<file path="src/rtl/timer_tx.sv">
// ---------------------------------------------------------------------------
// timer_tx
//   UART transmit-side pacing timer. Sits between the TX holding register /
//   FIFO and the UART transmitter. It grants each frame start with a
//   one-cycle pulse. After each frame it enforces a programmable idle gap,
//   counted in bit times. It flags an idle timeout when no new byte arrives
//   within IDLE_BITS bit times after the gap.
//
// Handshake: tx_req is a level ("a byte is ready"). tx_start is the grant,
//   a registered one-cycle pulse. Once tx_start has fired, the block waits
//   for the transmitter's tx_done pulse before it grants again. tx_done
//   seen outside a frame is ignored.
//
// Ports
//   clk_i       in   1   clock
//   rst_ni      in   1   asynchronous, active-low reset
//   baud        in   16  clocks per bit; 0 treated as 1
//   gap_bits    in   4   inter-frame idle gap in bit times (0 = no gap)
//   tx_en       in   1   pacing enable
//   tx_req      in   1   level: a byte is ready to send
//   tx_done     in   1   pulse from transmitter: stop bit complete
//   tx_start    out  1   registered one-cycle pulse: transmitter may start
//   gap_active  out  1   high while in GAP
//   tx_timeout  out  1   registered one-cycle pulse: TX idle timeout
//   dbg_state   out  2   current FSM state (0 IDLE, 1 BUSY, 2 GAP, 3 WAIT)
// ---------------------------------------------------------------------------
module timer_tx #(
    parameter int unsigned IDLE_BITS = 10
) (
    input  logic        clk_i,
    input  logic        rst_ni,
    input  logic [15:0] baud,
    input  logic [3:0]  gap_bits,
    input  logic        tx_en,
    input  logic        tx_req,
    input  logic        tx_done,
    output logic        tx_start,
    output logic        gap_active,
    output logic        tx_timeout,
    output logic [1:0]  dbg_state
);

    typedef enum logic [1:0] {
        S_IDLE = 2'd0,
        S_BUSY = 2'd1,
        S_GAP  = 2'd2,
        S_WAIT = 2'd3
    } state_t;

    localparam logic [7:0] IDLE_BITS_W = 8'(IDLE_BITS);

    state_t      state_q, state_d;
    logic [15:0] b_clk_count_q;
    logic [7:0]  bit_count_q;
    logic        tx_start_q, tx_timeout_q;
    logic        start_d, timeout_d;

    logic [15:0] baud_m1;
    logic        tick;
    logic [7:0]  bit_count_inc;
    logic        counting;

    // baud=0 behaves like baud=1, so the tick fires every clock.
    assign baud_m1       = (baud == 16'd0) ? 16'd0 : baud - 16'd1;
    assign tick          = (b_clk_count_q == baud_m1);
    // The bit count this tick would produce. Comparing against it lets
    // the state change on the same edge as the final tick.
    assign bit_count_inc = bit_count_q + 8'd1;
    assign counting      = (state_q == S_GAP) || (state_q == S_WAIT);

    // State register, bit-time counters and registered pulses.
    always_ff @(posedge clk_i or negedge rst_ni) begin
        if (!rst_ni) begin
            state_q       <= S_IDLE;
            b_clk_count_q <= 16'd0;
            bit_count_q   <= 8'd0;
            tx_start_q    <= 1'b0;
            tx_timeout_q  <= 1'b0;
        end else begin
            state_q      <= state_d;
            tx_start_q   <= start_d;
            tx_timeout_q <= timeout_d;
            if ((state_d != state_q) || !counting) begin
                b_clk_count_q <= 16'd0;
                bit_count_q   <= 8'd0;
            end else if (tick) begin
                b_clk_count_q <= 16'd0;
                bit_count_q   <= bit_count_inc;
            end else begin
                b_clk_count_q <= b_clk_count_q + 16'd1;
            end
        end
    end

    // Next-state logic and pulse requests.
    always_comb begin
        state_d   = state_q;
        start_d   = 1'b0;
        timeout_d = 1'b0;
        case (state_q)
            S_IDLE: begin
                if (tx_en && tx_req) begin
                    state_d = S_BUSY;
                    start_d = 1'b1;
                end
            end
            S_BUSY: begin
                // A frame in flight always completes. Disabling only
                // decides where the FSM lands afterwards.
                if (tx_done) begin
                    if (!tx_en)                 state_d = S_IDLE;
                    else if (gap_bits != 4'd0)  state_d = S_GAP;
                    else                        state_d = S_WAIT;
                end
            end
            S_GAP: begin
                if (!tx_en)
                    state_d = S_IDLE;
                else if (tick && (bit_count_inc == {4'd0, gap_bits}))
                    state_d = S_WAIT;
            end
            S_WAIT: begin
                // The request is checked first, so it wins over a
                // coincident final tick.
                if (!tx_en) begin
                    state_d = S_IDLE;
                end else if (tx_req) begin
                    state_d = S_BUSY;
                    start_d = 1'b1;
                end else if (tick && (bit_count_inc == IDLE_BITS_W)) begin
                    state_d   = S_IDLE;
                    timeout_d = 1'b1;
                end
            end
            default: state_d = S_IDLE;
        endcase
    end

    // Outputs.
    always_comb begin
        tx_start   = tx_start_q;
        tx_timeout = tx_timeout_q;
        gap_active = (state_q == S_GAP);
        dbg_state  = state_q;
    end

endmodule

</file>
<file path="config.mk">
export PLATFORM = sky130hd
export DESIGN_NAME = timer_tx
export DESIGN_NICKNAME = d
export VERILOG_FILES = /design/src/rtl/timer_tx.sv
export SDC_FILE = /design/constraint.sdc
export NUM_CORES = 1
export LEC_CHECK = 0
export CAP_MARGIN = 20
export CORE_MARGIN = 4
export CORE_UTILIZATION = 61
export CTS_CLUSTER_DIAMETER = 60
export DETAILED_ROUTE_END_ITERATION = 8
export PLACE_DENSITY = 0.86
export SETUP_SLACK_MARGIN = 0.4
export SYNTH_ARGS = -nofsm -noshare
export SYNTH_HDL_FRONTEND = slang
export SYNTH_SLANG_ARGS = --single-unit
</file>
<file path="constraint.sdc">
create_clock -name clk_i -period 8.5 [get_ports clk_i]
set_clock_uncertainty 0.05 [all_clocks]
set_input_delay 1.7 -clock clk_i [delete_from_list [all_inputs] [get_ports clk_i]]
set_output_delay 1.7 -clock clk_i [all_outputs]
set_load 0.01 [all_outputs]
</file>
**Clock wires, drivers and flops**

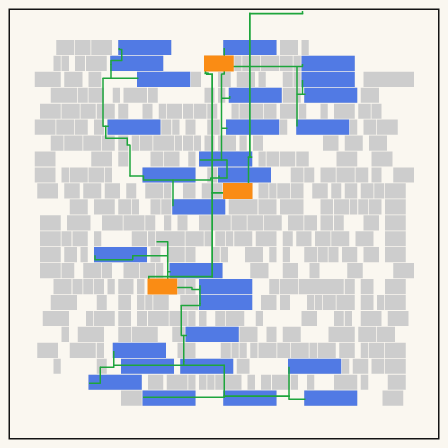
[green] clock wires | length: 329 um
[blue] flip-flops | count: 28
[orange] cells driving clock nets | count: 3
routed clock nets: 4

**Routing congestion**

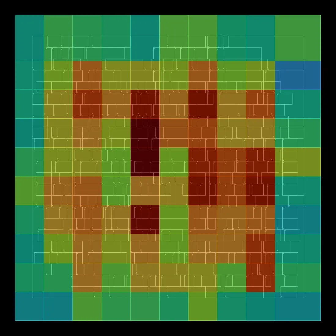
grt met3 use: 2.34%
GRT Max-Usage Layer: met2
Final Util: 72.5%
GRT Util Overall: 25.0%

**Ports around the boundary**

Pins as bars across the die edge, other pins in grey.
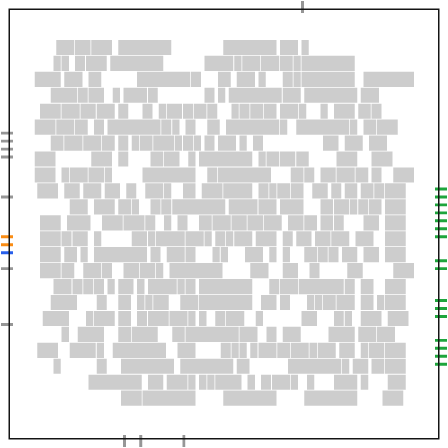
[green] baud | pins: 16 | direction: input | edge: right
[orange] dbg_state | pins: 2 | direction: output | edge: left
[blue] gap_active | pins: 1 | direction: output | edge: left

==> impl_metrics.csv <==
group,metric,value,unit
run,warnings,31,
critical_path,end_kind,"flop",
place,placed_area,2890,um^2
detailed_routing,drc,0,
clocking,clock_tree.buffer_depth,2,
critical_path,cp_data_required_time,8.66,ns
sta,slew_viol_final,0,
clocking,holdBufCountCts,0,
clocking,cts_setup_buffers,0,
hold_path,hold_path_end,"b_clk_count_q[0]",
logic_synthesis,syn_area,2580,um^2
cells_and_area,nNetsFinal,375,
detailed_routing,num_vias,2579,
sta,setup_violations,0,
cells_and_area,area_growth,14.0,%
critical_path,path_class,"input pin to flop",
hold_path,min_from,"b_clk_count_q[0]",
cells_and_area,design_area,2940,um^2
clocking,cts-root-buf,"clkbuf_8",
logic_synthesis,ys_types,64,
hold_path,min_path_cells,1,
logic_synthesis,syn-num-nets,352,
critical_path,crit_arrival,5.58,ns
floorplanning,dieArea,5330,um^2
hold_path,hp-class,"flop to flop",
global_route,grt_pass1_wl,10600,um
logic_synthesis,ys_ff,28,
clocking,cts_sinks,28,
critical_path,crit_path_max_incr_delay,0.67,ns
place,portBuffers,29,
detailed_routing,routed_wirelength,6440,um
cells_and_area,drive_gt1_share,5.00,%
logic_synthesis,ys_top_cells_by_area,"dfrtp_1 (27%), nor2_1 (5.2%), xor2_1 (4.8%)",
logic_synthesis,most_common_cell,"nor2_1",
global_route,grt_remaining_overflow,0,
clocking,cts_made_buffers,3,
floorplanning,core_area,4060,um^2
sta,hold_violations,0,
pwr,p_leak,1.06,nW
pwr,peakVddDrop,0.107,mV
sta,period_minus_slack,5.43,ns
logic_synthesis,synthArstFlopShare,100,%
sta,fmax,184,MHz
floorplanning,placementRows,23,
global_route,first_global_vias,2372,
critical_path,rr_startpoint,"b_clk_count_q[13]",
logic_synthesis,edf_count,0,
critical_path,reg2reg_slack,5.60,ns
logic_synthesis,yosys-top-cells-count,"nor2_1 (36), dfrtp_1 (28), nand3_1 (22), nand2_1 (20), a21oi_1 (16)",
sta,tns,0,ns
clocking,path_clk_slew,0.09,ns
clocking,clk_latency,0.28,ns
critical_path,cp_cell_sequence,"clkdlybuf4s50_1 > inv_1 > ha_1 > or3b_1 > nor4_4 > a32oi_1 > a2bb2oi_1 > or4_1 > or4b_4 > or4b_1 > a21oi_1",
logic_synthesis,ys.flop_type,"dfrtp_1",
global_route,grt_max_degree,29,
pwr,power_density,121,nW/um^2
floorplanning,die_w,73.0,um
logic_synthesis,ys_seq_share,27.2,%
sta,tightestPinTransition,0.927,ns
detailed_routing,vias_per_cell,6.61,
clocking,cts_resized,0,
outcome,status,"finished, final reports clean",
floorplanning,dieHeight,73.0,um
run,maxCapViolations,0,
critical_path,worstPathMaxFanout,21,
cells_and_area,fill_cells,331,
logic_synthesis,ys_chip_area,2580,um^2
detailed_routing,drtAntennaViolNets,0,
sta,slew_headroom,37.6,%
logic_synthesis,synth_area_leader_cell,"dfrtp_1",
detailed_routing,drt-initial-drc-count,202,
critical_path,worstReg2RegEnd,"bit_count_q[3]",
floorplanning,io_pins,30,
logic_synthesis,syn_area_per_cell,8.11,um^2
**Placed cells, one colour a class**

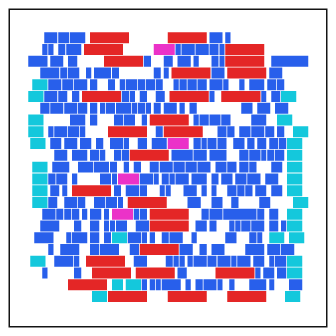
[cyan] other buffers and delay cells | cells: 30 | share of their area: 10%
[magenta] clock drivers and dummy loads | cells: 4 | share of their area: 1.9%
[blue] all other logic | cells: 278 | share of their area: 63%
[red] flip-flops | cells: 28 | share of their area: 24%

**Metal layers overlaid**

Two of the layers only.
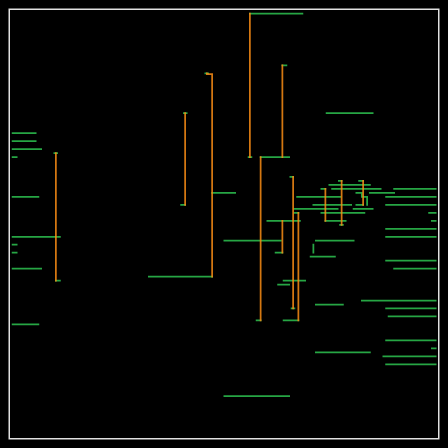
[green] met3 | wire length: 314 um
[orange] met4 | wire length: 204 um

metrics by stage:
stage | power (mW) | instances | setup WS [ns]
floorplan | 0.225 | 318 | 3.49
global placement | 0.271 | 386 | 2.86
detailed placement | 0.271 | 386 | 2.78
CTS | 0.354 | 390 | 3.09
global route | 0.376 | 390 | 2.90
finish | 0.355 | 390 | 3.07
state kept, by name (all words and copies together), names as in the netlist:
signal / flops
tx_start: 1
tx_timeout: 1
dbg_state: 2
bit_count_q: 8
b_clk_count_q: 16
layout make-up:
type | instances | area [um^2] | area share [%]
well taps | 50 | 62.6 | 2.13
clock buffers | 4 | 55.1 | 1.87
inverters | 12 | 45.0 | 1.53
repair buffers | 30 | 298 | 10.1
multi-input cells | 266 | 1780 | 60.5
flip-flops and latches | 28 | 701 | 23.8
routing by layer:
metal | track usage [%] | wire [um] | vias up
met3 | 2.34 | 313 | 25
met1 | 31.2 | 2780 | 1225
met2 | 42.8 | 3140 | 92
li1 | - | - | 1237
met4 | 12.1 | 204 | 0
met5 | 0 | 0 | -
worst max path at each step:
stage	cells past startpoint	slack, ns	startpoint	endpoint
2_1_floorplan	12	3.49	baud[0]	bit_count_q[3]
3_3_place_gp	11	2.86	baud[0]	b_clk_count_q[9]
3_5_place_dp	11	2.78	baud[0]	b_clk_count_q[9]
4_1_cts	11	3.09	baud[0]	b_clk_count_q[9]
5_1_grt	11	2.90	baud[0]	b_clk_count_q[9]
6_report	11	3.07	baud[0]	bit_count_q[3]
where the power goes:
group          internal, mW  switching [mW]  total (mW)  leakage (nW)
clock                0.0416          0.0418      0.0834        0.0288
combinational        0.0543          0.0702       0.125         0.644
sequential            0.138         0.00911       0.147         0.389
total                 0.234           0.121       0.355          1.06
placed cells by master, fill, tap and decap left out, types with 2 or more instances in the layout:
master	instances
nand2_1	20
nor2b_1	3
or3_1	6
or4b_1	3
o21ai_0	12
nand3b_1	3
xnor2_1	13
o2111ai_1	3
or4_1	7
or3b_1	3
dfrtp_1	28
clkdlybuf4s50_1	29
xor2_1	14
o211ai_1	4
inv_1	12
nor2_1	36
o41ai_1	2
nand2b_1	3
o31ai_1	3
nand4_1	7
nand3_1	22
nor3_1	6
or2_2	3
o21ba_2	2
ha_1	9
and2_1	4
a22o_1	3
clkbuf_8	4
nor3b_1	3
a211oi_1	6
a21boi_0	2
and3_1	7
o211a_1	2
a22oi_1	4
a21oi_1	16
nor4_1	7
a2bb2oi_1	2
kinds of logic (layout without fill, tap and decap cells):
family | Yosys count | after routing | synth area share [%]
simple gates | 147 | 147 | 31.4
fa+ha+maj | 9 | 9 | 4.36
flops | 28 | 28 | 27.2
compound gates | 80 | 80 | 22.3
mux | 2 | 2 | 0.824
xor+xnor | 28 | 28 | 10.1
buf+inv | 24 | 46 | 3.88
worst max-delay path: cells and delay by family:
family                   cells  cell delay (ns)
adder cells (fa/ha/maj)      1             0.19
buffers and inverters        2             0.60
AND/OR/NAND/NOR              5             2.60
AND-OR/OR-AND                3             0.49
Power figures rest on the tool's default switching activity, not on a simulated workload.
